Fig. 1: placed cells, one colour a class
Fill, decap, tap and diode cells in grey.
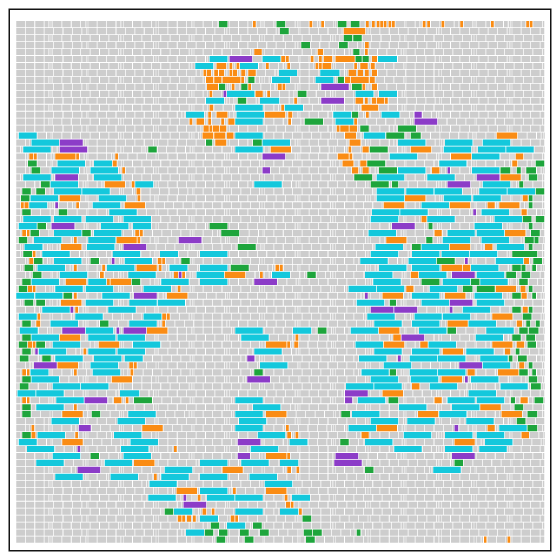
Fig. 2: metal layers overlaid
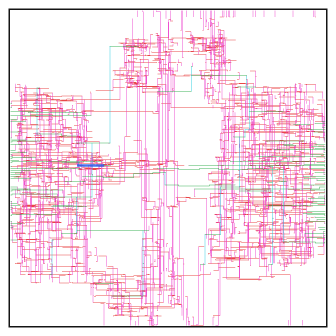
Fig. 3: clock network drawn from the DEF
Scale bar: 50 um.
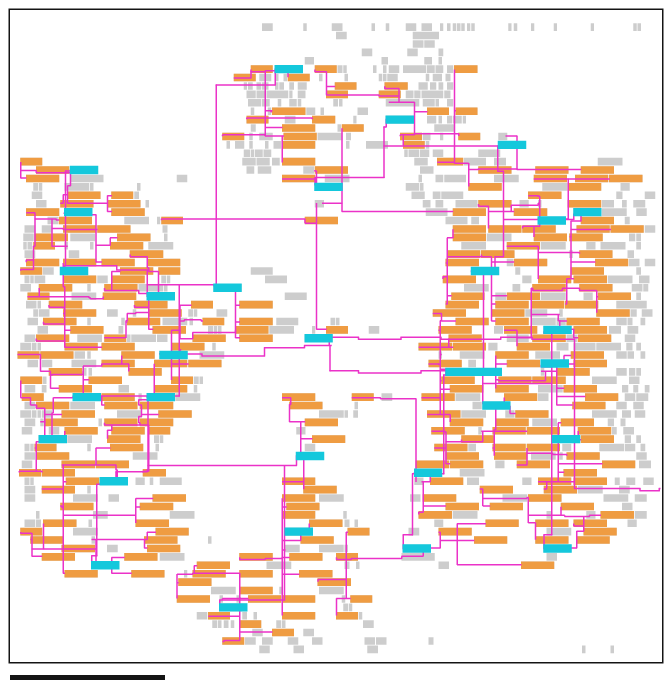
Fig. 4: cell placement
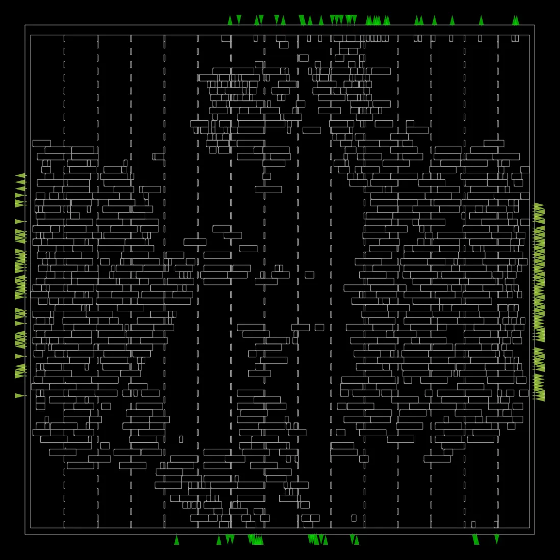
`config.mk`:
```
export PLATFORM = sky130hd
export DESIGN_NAME = noc_local_ni
export DESIGN_NICKNAME = d
export VERILOG_FILES = /design/src/rtl/noc_local_ni.sv
export SDC_FILE = /design/constraint.sdc
export NUM_CORES = 1
export LEC_CHECK = 0
export CORE_MARGIN = 2
export CORE_UTILIZATION = 25
export CTS_CLUSTER_SIZE = 40
export DETAILED_ROUTE_END_ITERATION = 7
export REMOVE_ABC_BUFFERS = 1
export SLEW_MARGIN = 10
export SYNTH_ARGS = -nofsm -noshare
export SYNTH_HDL_FRONTEND = slang
export SYNTH_SLANG_ARGS = --single-unit
```
`constraint.sdc`:
```
create_clock -name clk -period 3.08 [get_ports clk]
set_clock_uncertainty 0.1 [all_clocks]
set_input_delay 0.924 -clock clk [delete_from_list [all_inputs] [get_ports clk]]
set_output_delay 0.924 -clock clk [all_outputs]
set_load 0.005 [all_outputs]
```
`src/rtl/noc_local_ni.sv`:
```
`default_nettype none
// ============================================================================
// Module   : noc_local_ni
// Brief    : Local NI between a core and a mesh router LOCAL port. Paced TX
//            injection (1 flit / 3 cycles) and a backpressure-free RX buffer.
//            Optional NOC_NI_STATS_EN enables the drop/misroute counters.
// Revision : 1.0
// ============================================================================
module noc_local_ni #(
    parameter logic [2:0] NODE_ADDRESS = 3'd0,
    parameter int         TX_DEPTH     = 4,
    parameter int         RX_DEPTH     = 4
) (
    input  logic        clk,
    input  logic        rst_n,
    input  logic        tx_valid,
    output logic        tx_ready,
    input  logic [2:0]  tx_dst,
    input  logic [25:0] tx_payload,
    output logic [31:0] LOCAL_DATA_IN,
    output logic        LOCAL_DATA_VALID_IN,
    input  logic        LOCAL_FULL_OUT,
    input  logic [31:0] LOCAL_DATA_OUT,
    input  logic        LOCAL_DATA_VALID_OUT,
    output logic        rx_valid,
    input  logic        rx_ready,
    output logic [2:0]  rx_src,
    output logic [25:0] rx_payload,
    output logic [7:0]  drop_count,
    output logic [7:0]  misroute_count
);
    localparam int c_TX_PW = $clog2(TX_DEPTH);
    localparam int c_TX_CW = c_TX_PW + 1;
    localparam int c_RX_PW = $clog2(RX_DEPTH);
    localparam int c_RX_CW = c_RX_PW + 1;

    localparam logic [c_TX_CW-1:0] c_TX_FULL    = c_TX_CW'(TX_DEPTH);
    localparam logic [c_TX_CW-1:0] c_TX_CNT_ONE = c_TX_CW'(1);
    localparam logic [c_TX_PW-1:0] c_TX_PTR_ONE = c_TX_PW'(1);
    localparam logic [c_RX_CW-1:0] c_RX_FULL    = c_RX_CW'(RX_DEPTH);
    localparam logic [c_RX_CW-1:0] c_RX_CNT_ONE = c_RX_CW'(1);
    localparam logic [c_RX_PW-1:0] c_RX_PTR_ONE = c_RX_PW'(1);

    typedef enum logic [1:0] {
        ST_IDLE = 2'd0,
        ST_SEND = 2'd1,
        ST_GAP  = 2'd2
    } inj_state_t;

    // ---------------------------------------------------------------- TX FIFO
    logic [31:0]        r_tx_mem [TX_DEPTH];
    logic [c_TX_PW-1:0] r_tx_wr_ptr;
    logic [c_TX_PW-1:0] r_tx_rd_ptr;
    logic [c_TX_CW-1:0] r_tx_count;
    logic               w_tx_push;
    logic               w_tx_pop;
    logic               w_tx_empty;

    assign tx_ready   = (r_tx_count != c_TX_FULL);
    assign w_tx_push  = tx_valid & tx_ready;
    assign w_tx_empty = (r_tx_count == '0);

    always_ff @(posedge clk) begin
        if (w_tx_push) begin
            r_tx_mem[r_tx_wr_ptr] <= {tx_payload, NODE_ADDRESS, tx_dst};
        end
    end

    always_ff @(posedge clk) begin
        if (!rst_n) begin
            r_tx_wr_ptr <= '0;
            r_tx_rd_ptr <= '0;
            r_tx_count  <= '0;
        end else begin
            if (w_tx_push) begin
                r_tx_wr_ptr <= r_tx_wr_ptr + c_TX_PTR_ONE;
            end
            if (w_tx_pop) begin
                r_tx_rd_ptr <= r_tx_rd_ptr + c_TX_PTR_ONE;
            end
            case ({w_tx_push, w_tx_pop})
                2'b10:   r_tx_count <= r_tx_count + c_TX_CNT_ONE;
                2'b01:   r_tx_count <= r_tx_count - c_TX_CNT_ONE;
                default: r_tx_count <= r_tx_count;
            endcase
        end
    end

    // ------------------------------------------------------------- inject FSM
    inj_state_t r_state;
    inj_state_t w_state_nxt;

    always_ff @(posedge clk) begin
        if (!rst_n) begin
            r_state <= ST_IDLE;
        end else begin
            r_state <= w_state_nxt;
        end
    end

    // The GAP cycle gives the router time to update its full flag after a write.
    always_comb begin
        w_state_nxt = r_state;
        w_tx_pop    = 1'b0;
        case (r_state)
            ST_IDLE: begin
                if (!w_tx_empty && !LOCAL_FULL_OUT) begin
                    w_tx_pop    = 1'b1;
                    w_state_nxt = ST_SEND;
                end
            end
            ST_SEND: w_state_nxt = ST_GAP;
            ST_GAP:  w_state_nxt = ST_IDLE;
            default: w_state_nxt = ST_IDLE;
        endcase
    end

    logic [31:0] r_local_data;
    logic        r_local_valid;

    always_ff @(posedge clk) begin
        if (!rst_n) begin
            r_local_data  <= '0;
            r_local_valid <= 1'b0;
        end else begin
            r_local_valid <= w_tx_pop;
            if (w_tx_pop) begin
                r_local_data <= r_tx_mem[r_tx_rd_ptr];
            end
        end
    end

    assign LOCAL_DATA_IN       = r_local_data;
    assign LOCAL_DATA_VALID_IN = r_local_valid;

    // ---------------------------------------------------------------- RX FIFO
    logic [28:0]        r_rx_mem [RX_DEPTH];
    logic [c_RX_PW-1:0] r_rx_wr_ptr;
    logic [c_RX_PW-1:0] r_rx_rd_ptr;
    logic [c_RX_CW-1:0] r_rx_count;
    logic               w_rx_hit;
    logic               w_rx_full;
    logic               w_rx_pop;
    logic               w_rx_push;
    logic [28:0]        w_rx_head;

    assign w_rx_hit  = LOCAL_DATA_VALID_OUT && (LOCAL_DATA_OUT[2:0] == NODE_ADDRESS);
    assign w_rx_full = (r_rx_count == c_RX_FULL);
    assign rx_valid  = (r_rx_count != '0);
    assign w_rx_pop  = rx_valid & rx_ready;
    // A pop on the same edge frees the slot, so a full buffer still accepts.
    assign w_rx_push = w_rx_hit & (~w_rx_full | w_rx_pop);

    always_ff @(posedge clk) begin
        if (w_rx_push) begin
            r_rx_mem[r_rx_wr_ptr] <= {LOCAL_DATA_OUT[31:6], LOCAL_DATA_OUT[5:3]};
        end
    end

    always_ff @(posedge clk) begin
        if (!rst_n) begin
            r_rx_wr_ptr <= '0;
            r_rx_rd_ptr <= '0;
            r_rx_count  <= '0;
        end else begin
            if (w_rx_push) begin
                r_rx_wr_ptr <= r_rx_wr_ptr + c_RX_PTR_ONE;
            end
            if (w_rx_pop) begin
                r_rx_rd_ptr <= r_rx_rd_ptr + c_RX_PTR_ONE;
            end
            case ({w_rx_push, w_rx_pop})
                2'b10:   r_rx_count <= r_rx_count + c_RX_CNT_ONE;
                2'b01:   r_rx_count <= r_rx_count - c_RX_CNT_ONE;
                default: r_rx_count <= r_rx_count;
            endcase
        end
    end

    // Head is masked while empty so stale storage never shows after reset.
    assign w_rx_head  = r_rx_mem[r_rx_rd_ptr];
    assign rx_src     = rx_valid ? w_rx_head[2:0]  : 3'd0;
    assign rx_payload = rx_valid ? w_rx_head[28:3] : 26'd0;

    // ------------------------------------------------------------- statistics
`ifdef NOC_NI_STATS_EN
    logic       w_rx_drop;
    logic       w_rx_misroute;
    logic [7:0] r_drop_count;
    logic [7:0] r_misroute_count;

    assign w_rx_drop     = w_rx_hit & w_rx_full & ~w_rx_pop;
    assign w_rx_misroute = LOCAL_DATA_VALID_OUT && (LOCAL_DATA_OUT[2:0] != NODE_ADDRESS);

    always_ff @(posedge clk) begin
        if (!rst_n) begin
            r_drop_count     <= '0;
            r_misroute_count <= '0;
        end else begin
            if (w_rx_drop && (r_drop_count != 8'hFF)) begin
                r_drop_count <= r_drop_count + 8'd1;
            end
            if (w_rx_misroute && (r_misroute_count != 8'hFF)) begin
                r_misroute_count <= r_misroute_count + 8'd1;
            end
        end
    end

    assign drop_count     = r_drop_count;
    assign misroute_count = r_misroute_count;
`else
    assign drop_count     = 8'd0;
    assign misroute_count = 8'd0;
`endif

endmodule
`default_nettype wire
```
==> results.yml <==
# generated from flow reports
power:
  clockPowerShare_pct: 35.3
  p_total_mw: 10.2
  seqPwrFrac_pct: 45.1
  clock_power_mw: 3.59
  switching_share_pct: 24.9
  p_switching_mw: 2.53
  top_power_group: "sequential cells"
  p_int_mw: 7.63
  p_per_area_nw_per_um2: 731
  leakage_nw: 4.60
  comb_power_mw: 1.99
clock_tree:
  cts_hold_buf: 0
  htree_levels: 1
  root_buffer: "clkbuf_16"
  clockBufferDepth: 3
  clkLatencyLatePin_ns: 0.56
  numCtsBuffers: 31
  tritoncts: "built"
  postCtsResizedCells: 147
  cts.reportedPaths.clkPinSlew_ns: 0.06
  cts_setup_buffers: 11
  clock_sinks: 280
setup_path:
  cp_cell_sequence: "buf_12, buf_16, buf_6, mux4_2, and2_4, buf_6"
  cp.required_ns: 2.06
  cpPeakStageDelay_ns: 0.48
  cpMaxStageDelayCell: "mux4_2"
  r2r_cells: 9
  reg2reg_from: "r_tx_count[2]"
  cp-end-kind: "output pin"
  path_max_fanout: 7
  cp.buffers_inverters: 4
  timing.rr.end: "r_tx_count[2]"
  critical_path_class: "reg -> out"
  cp_common_cell: "buf_6"
  rrSetupSlack_ns: 0.68
  cp.depth: 6
  start_kind: "flop"
  crit_family: "multiplexers"
  arrival_ns: 2.06
  endpoint: "rx_payload[22]"
global_route:
  met2_usage_pct: 18.3
  use_met3_pct: 3.55
  use_met1_pct: 12.2
  grt_pass1_vias: 5828
  track_usage_pct: 10.4
  top_usage_layer: "met2"
  grt_pass1_wl_um: 34900
  grt_max_degree: 39
  antenna_found_initial: 1
min_path:
  holdPathEnd: "r_state[1]"
  min_delay_path_depth: 1
  min_from: "r_state[1]"
  hold_class: "reg -> reg"
yosys:
  ys_sh_mux_pct: 12.5
  ff_type: "edfxtp_1"
  top_area_cell: "edfxtp_1"
  yosys_warnings: 0
  fa_ha_area_share_pct: 1.43
  avgSynthCellArea_sq_um: 18.2
  top_cell: "edfxtp_1"
  synth_flops: 280
  ys_top_logic_family: "multiplexers"
  synth_cells: 589
  yosys_cells: 589
  synth-simple-area-share_pct: 6.24
  common_cells: "edfxtp_1 (232), nand2_1 (65), mux4_2 (58), dfxtp_1 (48), a21oi_1 (32)"
  synth_area_sq_um: 10700
  top_cells_by_area: "edfxtp_1 (65%), mux4_2 (12%), dfxtp_1 (9.0%), nand2_1 (2.3%), and2_1 (1.8%)"
  synth-xor-area-share_pct: 0.655
  ys_area_sq_um: 10700
  ys_seq_share_pct: 74.1
  edf_count: 232
  yosys.area_share.aoi_pct: 2.16
  synthArstFlopShare_pct: 0
  yosysUniqueCellTypes: 38
  top_area_share_pct: 65.1
die:
  fp_util_pct: 25.4
  rows: 75
  die_x_um: 211
  die_y_um: 211
  chipArea_sq_um: 44500
  io_pins: 147
  core_sq_um: 42100
sta:
  max_clock_freq_mhz: 324
  hold_slack_ns: 0.310
  fin_setup_tns_ns: -0.00317
  finalCritPeriodShare_pct: 100
  period_needed_ns: 3.08
  final-hold-violation-count: 0
  maxSlewViolCount: 0
  finalSetupViolCount: 1
  worstMarginPinSlew_ns: 0.893
  worst_slack_ns: -0.00317
  max-slew-margin-rel_pct: 40.5
status:
  status: "finished, violations left"
  violations: "setup timing"
routing:
  top_layer: "met5"
  vias_per_cell: 4.19
  drt_wl_total_um: 22900
  dr_wl_met2_um: 11500
  vias: 5534
  wire_per_inst_um: 17.4
  drc: 0
  drt_first_pass_iters: 4
  ant_nets: 0
  drt-initial-drc-count: 279
  wl_met3_um: 1860
  wl_met1_um: 9050
run:
  max_cap_violations: 0
cells_and_area:
  final_net_count: 836
  lay_top_count: "edfxtp_1"
  post-route-util_pct: 33.0
  syn_to_final_growth_pct: 29.9
  drive_gt1_share_pct: 25.7
  final_area_sq_um: 13900
  final_cell_mix: "edfxtp_1 (232), clkdlybuf4s50_1 (98), nand2_1 (65)"
place:
  dp_hpwl_um: 13700
  place_ws_ns: -0.0494
  io_buffers: 127
  dp.cells: 1252
  place_congestion: 0.684
Notes on Fig. 1 above:
Key: green = remaining buffers and delay cells [cells 162, share of their area 13%]; cyan = sequential cells [cells 280, share of their area 60%]; purple = clock drivers and dummy loads [cells 57, share of their area 7.5%]; orange = combinational and other logic [cells 283, share of their area 20%]

Notes on Fig. 2 above:
Key: magenta = metal 2 [wire length 11500 um]; red = metal 1 [wire length 9050 um]; cyan = metal 4 [wire length 493 um]; green = metal 3 [wire length 1860 um]; blue = metal 5 [wire length 16.6 um]

Notes on Fig. 3 above:
Key: cyan = clock drivers [count 31]; orange = flip-flops [count 280]; magenta = clock wires [length 3690 um]
There are 32 routed clock nets.

Notes on Fig. 4 above:
well tap count: 539
Post-Layout Cell Count: 1322
sequential cell area share: 57.1%

-- sequential cells by signal, indices dropped and copies added (netlist names), named ones only --
name	flops
r_rx_count	3
r_rx_wr_ptr	2
r_rx_rd_ptr	2
r_state	2
r_tx_count	3
r_rx_mem	116
LOCAL_DATA_VALID_IN	1
r_tx_mem	116
r_tx_rd_ptr	2
LOCAL_DATA_IN	29
r_tx_wr_ptr	2
-- final cells by class --
cell class | count | area, sq um
inverters | 10 | 37.5
repair buffers | 162 | 1680
well taps | 539 | 674
fillers | 4100 | 28200
clock buffers | 39 | 826
multi-input cells | 273 | 2580
diodes | 1 | 2.50
clock inverters | 18 | 168
flip-flops and latches | 280 | 7940
Power figures rest on the tool's default switching activity, not on a simulated workload.
